===== config.mk =====
export PLATFORM = sky130hd
export DESIGN_NAME = ifetch_stage
export DESIGN_NICKNAME = d
export VERILOG_FILES = /design/src/rtl/ifetch_stage.sv
export SDC_FILE = /design/constraint.sdc
export NUM_CORES = 1
export LEC_CHECK = 0
export CORE_AREA = 2 2 129 131
export CTS_CLUSTER_SIZE = 20
export DETAILED_ROUTE_END_ITERATION = 12
export DIE_AREA = 0 0 131 133
export GPL_ROUTABILITY_DRIVEN = 0
export PLACE_DENSITY = 0.73
export RECOVER_POWER = 100
export REMOVE_ABC_BUFFERS = 1
export SYNTH_ARGS = -nofsm -noshare
export SYNTH_HDL_FRONTEND = slang
export SYNTH_SLANG_ARGS = --single-unit

===== constraint.sdc =====
create_clock -name clk_i -period 3.2 [get_ports clk_i]
set_input_delay 0.64 -clock clk_i [delete_from_list [all_inputs] [get_ports clk_i]]
set_output_delay 0.64 -clock clk_i [all_outputs]
set_load 0.01 [all_outputs]

===== src/rtl/ifetch_stage.sv =====
`default_nettype none
// ============================================================================
// Module      : ifetch_stage
// Description : Instruction-fetch stage. Owns the fetch PC, picks the next
//               PC by fixed priority (EX branch > ROB redirect > predictor >
//               sequential PC+4), drives the I-cache address and presents
//               one packet to IF/ID when the cache returns data.
// Ports       : clk_i, rst_ni (async, active-low)
//               if_valid_i                 fetch enable (0 = stall)
//               certain_branch_pc_i/req_i  EX redirect (highest priority)
//               rob_target_pc_i/req_i      ROB redirect
//               branch_pred_pc_i/req_i     predictor target
//               icache_data_i/valid_i      cache data for current address
//               if_packet_*_o              {inst, PC, NPC, valid} to decode
//               proc2icache_addr_o         8-byte-aligned fetch address
//               req_debug_o/gnt_debug_o    raw request / one-hot grant
//               pc_reg_debug_o             current PC register
// Revision    : 1.0 - initial release
// ============================================================================
module ifetch_stage (
    input  logic        clk_i,
    input  logic        rst_ni,
    input  logic        if_valid_i,
    input  logic [31:0] certain_branch_pc_i,
    input  logic        certain_branch_req_i,
    input  logic [31:0] rob_target_pc_i,
    input  logic        rob_target_req_i,
    input  logic [31:0] branch_pred_pc_i,
    input  logic        branch_pred_req_i,
    input  logic [63:0] icache_data_i,
    input  logic        icache_data_valid_i,
    output logic [31:0] if_packet_inst_o,
    output logic [31:0] if_packet_pc_o,
    output logic [31:0] if_packet_npc_o,
    output logic        if_packet_valid_o,
    output logic [31:0] proc2icache_addr_o,
    output logic [3:0]  req_debug_o,
    output logic [3:0]  gnt_debug_o,
    output logic [31:0] pc_reg_debug_o
);

    localparam int          XLEN     = 32;
    localparam logic [31:0] c_NOP    = 32'h0000_0013;  // addi x0, x0, 0
    localparam logic [0:0]  c_ISSUE  = 1'b0;
    localparam logic [0:0]  c_WAIT   = 1'b1;

    logic [0:0]      state_q, state_d;
    logic [XLEN-1:0] pc_q, pc_d;
    logic            first_q, first_d;   // set until the first issue after reset

    logic [3:0]      w_req;
    logic [3:0]      w_gnt;
    logic [XLEN-1:0] w_pc_plus4;
    logic [XLEN-1:0] w_seq_pc;
    logic [XLEN-1:0] w_target;
    logic            w_issue;

    // Sequential request (bit0) is permanently asserted, so a grant always exists.
    assign w_req      = {certain_branch_req_i, rob_target_req_i, branch_pred_req_i, 1'b1};
    assign w_pc_plus4 = pc_q + 32'd4;
    // The very first fetch after reset uses the reset PC itself, not PC+4.
    assign w_seq_pc   = first_q ? pc_q : w_pc_plus4;
    assign w_issue    = (state_q == c_ISSUE) && if_valid_i;

    always_comb begin
        w_gnt    = 4'b0001;
        w_target = w_seq_pc;
        if (w_req[3]) begin
            w_gnt    = 4'b1000;
            w_target = certain_branch_pc_i;
        end else if (w_req[2]) begin
            w_gnt    = 4'b0100;
            w_target = rob_target_pc_i;
        end else if (w_req[1]) begin
            w_gnt    = 4'b0010;
            w_target = branch_pred_pc_i;
        end
    end

    // State register
    always_ff @(posedge clk_i or negedge rst_ni) begin
        if (!rst_ni) begin
            state_q <= c_ISSUE;
            pc_q    <= '0;
            first_q <= 1'b1;
        end else begin
            state_q <= state_d;
            pc_q    <= pc_d;
            first_q <= first_d;
        end
    end

    // Next-state logic; requests are only looked at on the issue edge.
    always_comb begin
        state_d = state_q;
        pc_d    = pc_q;
        first_d = first_q;
        case (state_q)
            c_ISSUE: begin
                if (w_issue) begin
                    state_d = c_WAIT;
                    pc_d    = w_target;
                    first_d = 1'b0;
                end
            end
            c_WAIT: begin
                if (icache_data_valid_i && if_valid_i) begin
                    state_d = c_ISSUE;
                end
            end
            default: state_d = c_ISSUE;
        endcase
    end

    // Output logic
    always_comb begin
        if_packet_valid_o = (state_q == c_WAIT) && icache_data_valid_i && if_valid_i;
        if_packet_pc_o    = pc_q;
        if_packet_npc_o   = w_pc_plus4;
        if_packet_inst_o  = c_NOP;
        if (if_packet_valid_o) begin
            if_packet_inst_o = pc_q[2] ? icache_data_i[63:32] : icache_data_i[31:0];
        end
    end

    assign proc2icache_addr_o = {pc_q[XLEN-1:3], 3'b000};
    assign req_debug_o        = w_req;
    assign gnt_debug_o        = w_gnt;
    assign pc_reg_debug_o     = pc_q;

endmodule
`default_nettype wire


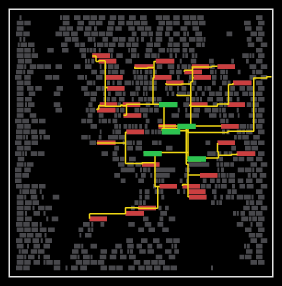
Run 1: routed clock nets over the placement
Scale: 2 px per um.
Green marks clock drivers, count 5. Yellow marks clock wires, length 590 um. Red marks flip-flops, count 34.
There are 6 routed clock nets.

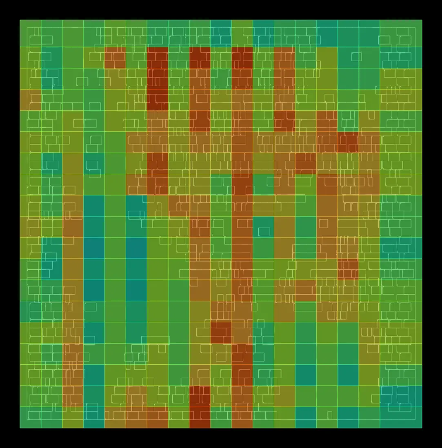
Run 1: routing congestion map
GR Layer Usage met2: 0.373
final core occ: 0.455
met1 usage: 0.211
GR Util met3: 0.0473

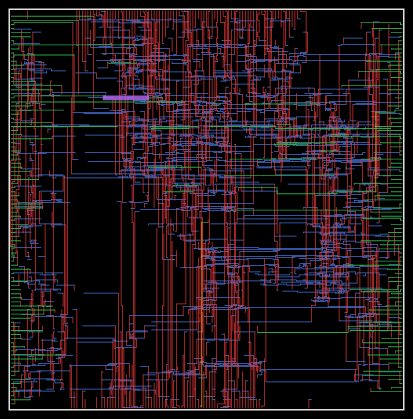
Run 1: metal layers overlaid
Scale: 3 px per um.
Blue marks metal 1, wire length 6230 um. Orange marks metal 4, wire length 88.4 um. Purple marks metal 5, wire length 13.8 um. Red marks metal 2, wire length 9440 um. Green marks metal 3, wire length 1650 um.

==> CHANGELOG.md, run 1 <==
### Changed

- WHS: 0.519 ns
- Cell count after synthesis: 526
- Seq share, synth: 0.220
- Post-synth top cells: 71 x buf_4, 61 x nor2_1, 46 x o21ai_0, 40 x nand2_1, 33 x dfrtp_1
- Hold Crit Depth: 1
- Final wirelength: approximately 17000 um
- Slew Viols, Final: 35
- Switching share of power: 0.367
- Slowest cell on the critical path: clkdlybuf4s50_1
- Fin area: around 7400 sq um
- Failing checks: max-capacitance violations, max-slew violations
- CP endpoint kind: output port
- Ys Warns: 0
- Root Buffer: clkbuf_16
- Dominant flop cell: dfrtp_1
- Number of max-cap violations: 1
- Total congestion overflow: 0
- CTS tree: done
- Power share of the clock group: 0.191
- Flops after synth: 34
- Internal: 0.00218 W
- Aoi share: 0.221
- Port Buffers: approximately 330
- Status: finished with violations
- Top delay family on crit path: buffers and inverters
- Origin of the critical flop-to-flop path: if_packet_pc_o[18]
[run 1: area by class of cell]
| type | instances | area (sq um) | area share |
|---|---|---|---|
| well taps | 220 | 275 | 0.0374 |
| clock inverters | 2 | 60.1 | 0.00816 |
| repair buffers | 374 | 3640 | 0.495 |
| diodes | 2 | 5.00 | 0.000680 |
| flip-flops and latches | 34 | 861 | 0.117 |
| inverters | 10 | 37.5 | 0.00510 |
| multi-input cells | 375 | 2340 | 0.318 |
| clock buffers | 6 | 139 | 0.0189 |
[run 1: layer usage]
| layer | vias to the layer above | part of all wire | track usage |
|---|---|---|---|
| met2 | 230 | 0.54 | 0.373 |
| met1 | 2187 | 0.36 | 0.211 |
| met3 | 6 | 0.095 | 0.0473 |
| li1 | 2353 | - | - |
| met5 | - | 0.00075 | 0 |
| met4 | 2 | 0.0050 | 0.0195 |
[run 1: power groups by stage]
stage | clock [W] | sequential, W | combinational, W
detailed placement | 0 | 0.000701 | 0.00226
global route | 0.000693 | 0.000711 | 0.00226
CTS | 0.000671 | 0.000695 | 0.00227
floorplan | 0 | 0.000969 | 0.000497
finish | 0.000658 | 0.000688 | 0.00209
global placement | 0 | 0.000698 | 0.00225
[run 1: state kept, by name, summed over array words and instances (netlist names)]
register / flops
state_q: 1
first_q: 1
if_packet_pc_o: 32
[run 1: worst max-delay path by stage]
stage | from | to | cells past startpoint | slack, ns
finish | rob_target_req_i | gnt_debug_o[1] | 4 | 0.03
global route | if_packet_pc_o[19] | if_packet_npc_o[31] | 6 | -0.02
CTS | if_packet_pc_o[26] | if_packet_npc_o[31] | 6 | 0.006
detailed placement | branch_pred_req_i | gnt_debug_o[0] | 4 | 0.22
global placement | branch_pred_req_i | gnt_debug_o[0] | 4 | 0.22
floorplan | if_packet_pc_o[2] | if_packet_npc_o[27] | 4 | -0.41
==> run 1 -> run 2 <==
Settings changed: HOLD_SLACK_MARGIN set to 0.06.
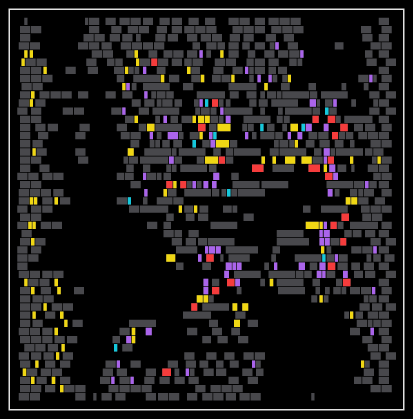
Run 2: gate-type map
Scale: 3 px per um.
Cyan marks inverters, cells 10. Red marks AND and OR gates, cells 24. Purple marks NAND gates, cells 72. Yellow marks NOR gates, cells 80, where widely spread.

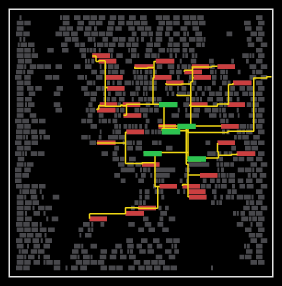
Run 2: routed clock nets over the placement
Scale: 2 px per um.
clk ins delay skew pair: 0.28 ns
final clock skew: 0.00590 ns
power share of the clock group: 0.191

==> CHANGELOG.md, run 2 <==
### Changed

- Critical Path Start: rob_target_req_i (unchanged)
- Hold Crit Depth: 1 (unchanged)
- H-tree Lvls: 2 (unchanged)
- Post-Place Setup Slack: 0.215 ns (unchanged)
- Dominant flop cell: dfrtp_1 (unchanged)
- Async S/R FF share, synth: 1.00 (unchanged)
- Fin area: 7360 sq um (unchanged)
- CP Max Fanout: 38 (unchanged)
- Failing checks: max-capacitance violations, max-slew violations (unchanged)
- All-Layer GR Usage: 0.191 (unchanged)
- Aoi share: 0.221 (unchanged)
- Leakage: 3.02 nW (unchanged)
- Post-synth top cells: 71 x buf_4, 61 x nor2_1, 46 x o21ai_0, 40 x nand2_1, 33 x dfrtp_1 (unchanged)
- Seq share, synth: 0.220 (unchanged)
- Final core occ: 0.455 (unchanged)
- Final wirelength: 17400 um (unchanged)
- CTS tree: done (unchanged)
- Number of max-cap violations: 1 (unchanged)
- Critical Path AT: 2.53 ns (about the same)
- Iteration tally of the first detailed-router pass: 4 (unchanged)
- Origin of the critical flop-to-flop path: if_packet_pc_o[18] (unchanged)
- Ys Warns: 0 (unchanged)
- Root Buffer: clkbuf_16 (unchanged)
- Port Buffers: 331 (unchanged)
- Top-area cell share: 0.213 (unchanged)
- Cell count after synthesis: 526 (unchanged)
- Rel. slew slack: -0.329 (unchanged)
- Vias in the first global route: 4564 (unchanged)
- Slowest cell on the critical path: clkdlybuf4s50_1 (unchanged)
- YS chip area: 3870 sq um (unchanged)
- MUX area fraction: 0.0827 (unchanged)
- Adder share: 0.00323 (unchanged)
- Most numerous logic cells after layout: 193 x clkdlybuf4s50_1, 134 x dlygate4sd3_1, 61 x nor2_1 (unchanged)
- CP endpoint kind: output port (unchanged)
- Total congestion overflow: 0 (unchanged)
- Max reg flops: 32 (unchanged)
- Worst-path cell chain: buf_2 -> clkbuf_2 -> nor3b_1 -> clkdlybuf4s50_1 (unchanged)
- Power density cells: 467 nW/um^2 (unchanged)
- Flops after synth: 34 (unchanged)
- EDFF count, synth: 0 (unchanged)
- Kind of start point of the critical path: input pin (unchanged)
- Top logic family: simple AND/OR/NAND/NOR gates (unchanged)
- CP endpoint: gnt_debug_o[1] (unchanged)
- Cell Area, Placed: 7120 sq um (unchanged)
- Slew Viols, Final: 35 (unchanged)
- Flop-to-flop setup slack: 0.98 ns (about the same)
- Core Area: 16200 sq um (unchanged)
- R2R depth: 5 (unchanged)
- Status: finished with violations (unchanged)
- WHS: 0.519 ns (unchanged)
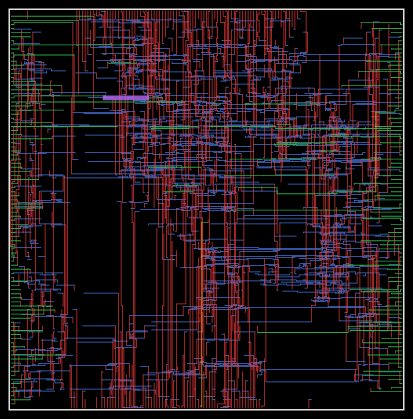
Run 2: metal layers overlaid
Scale: 3 px per um.
Green marks metal 3, wire length 1650 um. Red marks metal 2, wire length 9440 um. Orange marks metal 4, wire length 88.4 um. Blue marks metal 1, wire length 6230 um. Purple marks metal 5, wire length 13.8 um.

[run 2: cell counts after synthesis]
No cell type changed its count.
[run 2: cell families after synthesis]
| group | after synthesis |
|---|---|
| and+or+nand+nor | 176 |
| AOI/OAI and AO/OA | 134 |
| buffers and inverters | 119 |
| DFF | 34 |
| muxes | 32 |
| xor gates and xnor gates | 28 |
| other | 2 |
| adders and majority gates | 1 |
[run 2: routing by layer]
| layer | part of all wire | GRT usage |
|---|---|---|
| met5 | 0.00075 | 0 |
| met3 | 0.095 | 0.0473 |
| met4 | 0.0050 | 0.0195 |
| met1 | 0.36 | 0.211 |
| met2 | 0.54 | 0.373 |
[run 2: layout make-up]
class / count / area [sq um] / share of cell area
multi-input combinational: 375 / 2340 / 0.318
clock buffer: 6 / 139 / 0.0189
timing repair buffer: 374 / 3640 / 0.495
inverter: 10 / 37.5 / 0.00510
antenna: 2 / 5.00 / 0.000680
tap: 220 / 275 / 0.0374
clock inverter: 2 / 60.1 / 0.00816
sequential: 34 / 861 / 0.117
[run 2: timing repair]
action / 4_1_cts / 5_1_grt
hold buffers: 0 / 0
resized: 1 / 10
buffers inserted: 1 / 2
pin swaps: 1 / 0
setup endpoints to repair: 4 / 15
[run 2: power breakdown]
group | switching (W) | leakage [nW] | internal [W] | total [W]
Clock | 0.000190 | 0.0971 | 0.000468 | 0.000658
Combinational | 0.000931 | 2.52 | 0.00116 | 0.00209
Sequential | 0.000140 | 0.409 | 0.000548 | 0.000688
Total | 0.00126 | 3.02 | 0.00218 | 0.00344
[run 2: critical path, delay by kind of cell]
kind                   cells  cell delay [ns]
buffers and inverters      3             1.32
AND/OR/NAND/NOR            1             0.56
Run 2, routing congestion map:
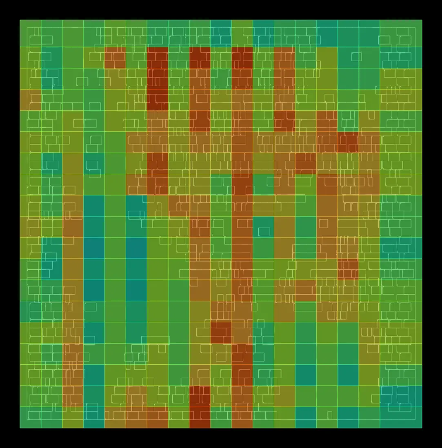

==> run 2 -> run 3 <==
Clock period 3.2 ns to 3.7 ns, I/O delays scaled along.
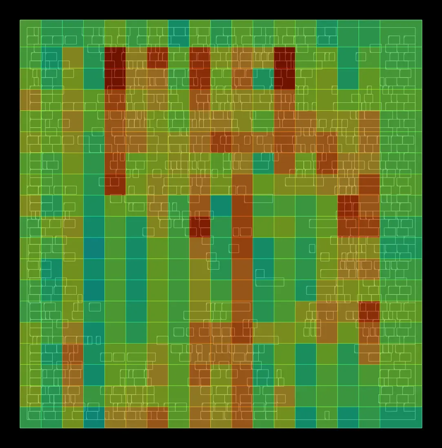
Run 3: routing congestion map
GR Util met3: 0.0416
DR WL/cell: 17.6 um

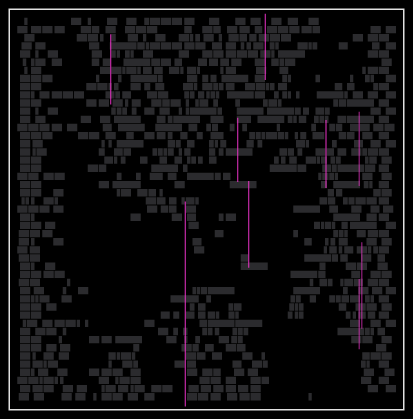
Run 3: signal wires on met4
Scale: 3 px per um.
The wires run mostly vertical. The layer carries 261 um of wire. The layer holds 1.5% of the routed length. 8 nets have wire on it. The longest straight run is 68.0 um.

==> CHANGELOG.md, run 3 <==
### Changed

- Kind of start point of the critical path: input pin (unchanged)
- Vias in the first global route: 4676 (was 4564)
- Failing checks: max-capacitance violations, max-slew violations (unchanged)
- Flop-to-flop setup slack: 1.29 ns (was 0.98 ns)
- Post-CTS setup buffer count: 0 (was 1)
- Critical Path AT: 2.80 ns (was 2.53 ns)
- Power density cells: 389 nW/um^2 (was 467 nW/um^2)
- Slowest cell on the critical path: clkbuf_1 (was clkdlybuf4s50_1)
- Slew Viols, Final: 35 (unchanged)
- Clk ins delay skew pair: 0.28 ns (about the same)
- Flops after synth: 34 (unchanged)
- Ys Warns: 0 (unchanged)
- Root Buffer: clkbuf_16 (unchanged)
- EDFF count, synth: 0 (unchanged)
- H-tree Lvls: 2 (unchanged)
- YS chip area: 3870 sq um (unchanged)
- Origin of the critical flop-to-flop path: if_packet_pc_o[17] (was if_packet_pc_o[18])
- WHS: 0.512 ns (was 0.519 ns)
- Number of max-cap violations: 1 (unchanged)
- Max reg flops: 32 (unchanged)
- Leakage: 2.93 nW (was 3.02 nW)
- Final core occ: 0.439 (was 0.455)
- Hold Crit Depth: 1 (unchanged)
- R2R depth: 5 (unchanged)
- Buf+Inv Stages, Crit Path: 3 (unchanged)
- Cell Area, Placed: 6990 sq um (was 7120 sq um)
- All-Layer GR Usage: 0.194 (was 0.191)
- Top-area cell share: 0.213 (unchanged)
- CTS tree: done (unchanged)
- Total congestion overflow: 0 (unchanged)
- Status: finished with violations (unchanged)
- Hold_buf cts: 0 (unchanged)
- Post-Place Setup Slack: 0.432 ns (was 0.215 ns)
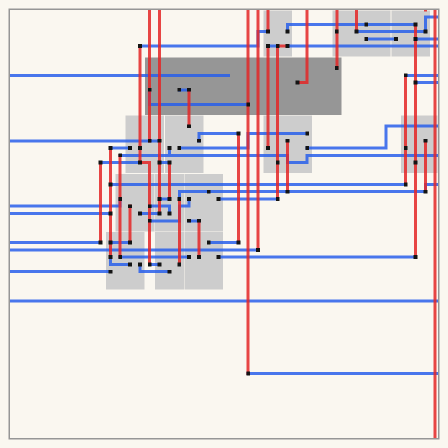
Run 3: close-up of the layout
Window x 88 to 108, y 23 to 43 um. Cells in gray, sequential cells in the stronger gray; small squares are vias.
Blue marks metal 1. Red marks metal 2.
Netlist names of flops here include if_packet_pc_o (1). 14 logic cells have their middle in the window. Most frequent: o21ai_0 (4). Sequential cells in the window: 1.

## run 3: cell counts after synthesis
Identical to the previous run, type by type.
## run 3: kinds of logic (layout without fill, tap and decap cells)
kind of cell | count (synthesis) | in the layout | synth area share
and+or+nand+nor | 176 | 176 | 0.223
other | 2 | 5 | 0.00194
xor gates and xnor gates | 28 | 28 | 0.0633
adders and majority gates | 1 | 1 | 0.00323
AOI/OAI and AO/OA | 134 | 134 | 0.221
DFF | 34 | 34 | 0.220
muxes | 32 | 32 | 0.0827
buffers and inverters | 119 | 374 | 0.185
## run 3: routing by layer
metal  track usage  wire, um  vias up
li1              -         -     2316
met1         0.216      6420     2271
met2         0.370      9500      242
met3        0.0416      1480       19
met4        0.0431       261        0
met5             0         0        -
## run 3: how the worst max path moves through the flow
stage / from / end / slack, ns / cells past startpoint
after CTS: if_packet_pc_o[17] / if_packet_npc_o[27] / 0.17 / 5
after floorplan: if_packet_pc_o[2] / if_packet_npc_o[27] / -0.01 / 4
after detailed placement: branch_pred_req_i / gnt_debug_o[0] / 0.43 / 4
after global routing: if_packet_pc_o[3] / if_packet_npc_o[28] / 0.04 / 7
after global placement: branch_pred_req_i / gnt_debug_o[0] / 0.42 / 4
final: rob_target_req_i / gnt_debug_o[2] / 0.16 / 4
## run 3: power breakdown
part,total (W),switching (W),internal (W),leakage [nW]
registers,0.000651,0.000181,0.000470,0.416
logic,0.00167,0.000737,0.000930,2.44
clock network,0.000441,0.000174,0.000267,0.0729
total,0.00276,0.00109,0.00167,2.93
## run 3: area by class of cell
type | instances | area [sq um]
clock buffers | 6 | 139
flip-flops and latches | 34 | 853
diodes | 1 | 2.50
multi-input cells | 375 | 2310
inverters | 10 | 37.5
fillers | 1635 | 9080
well taps | 220 | 275
repair buffers | 356 | 3460
clock inverters | 2 | 12.5
Power is estimated from default activity; no workload was simulated.
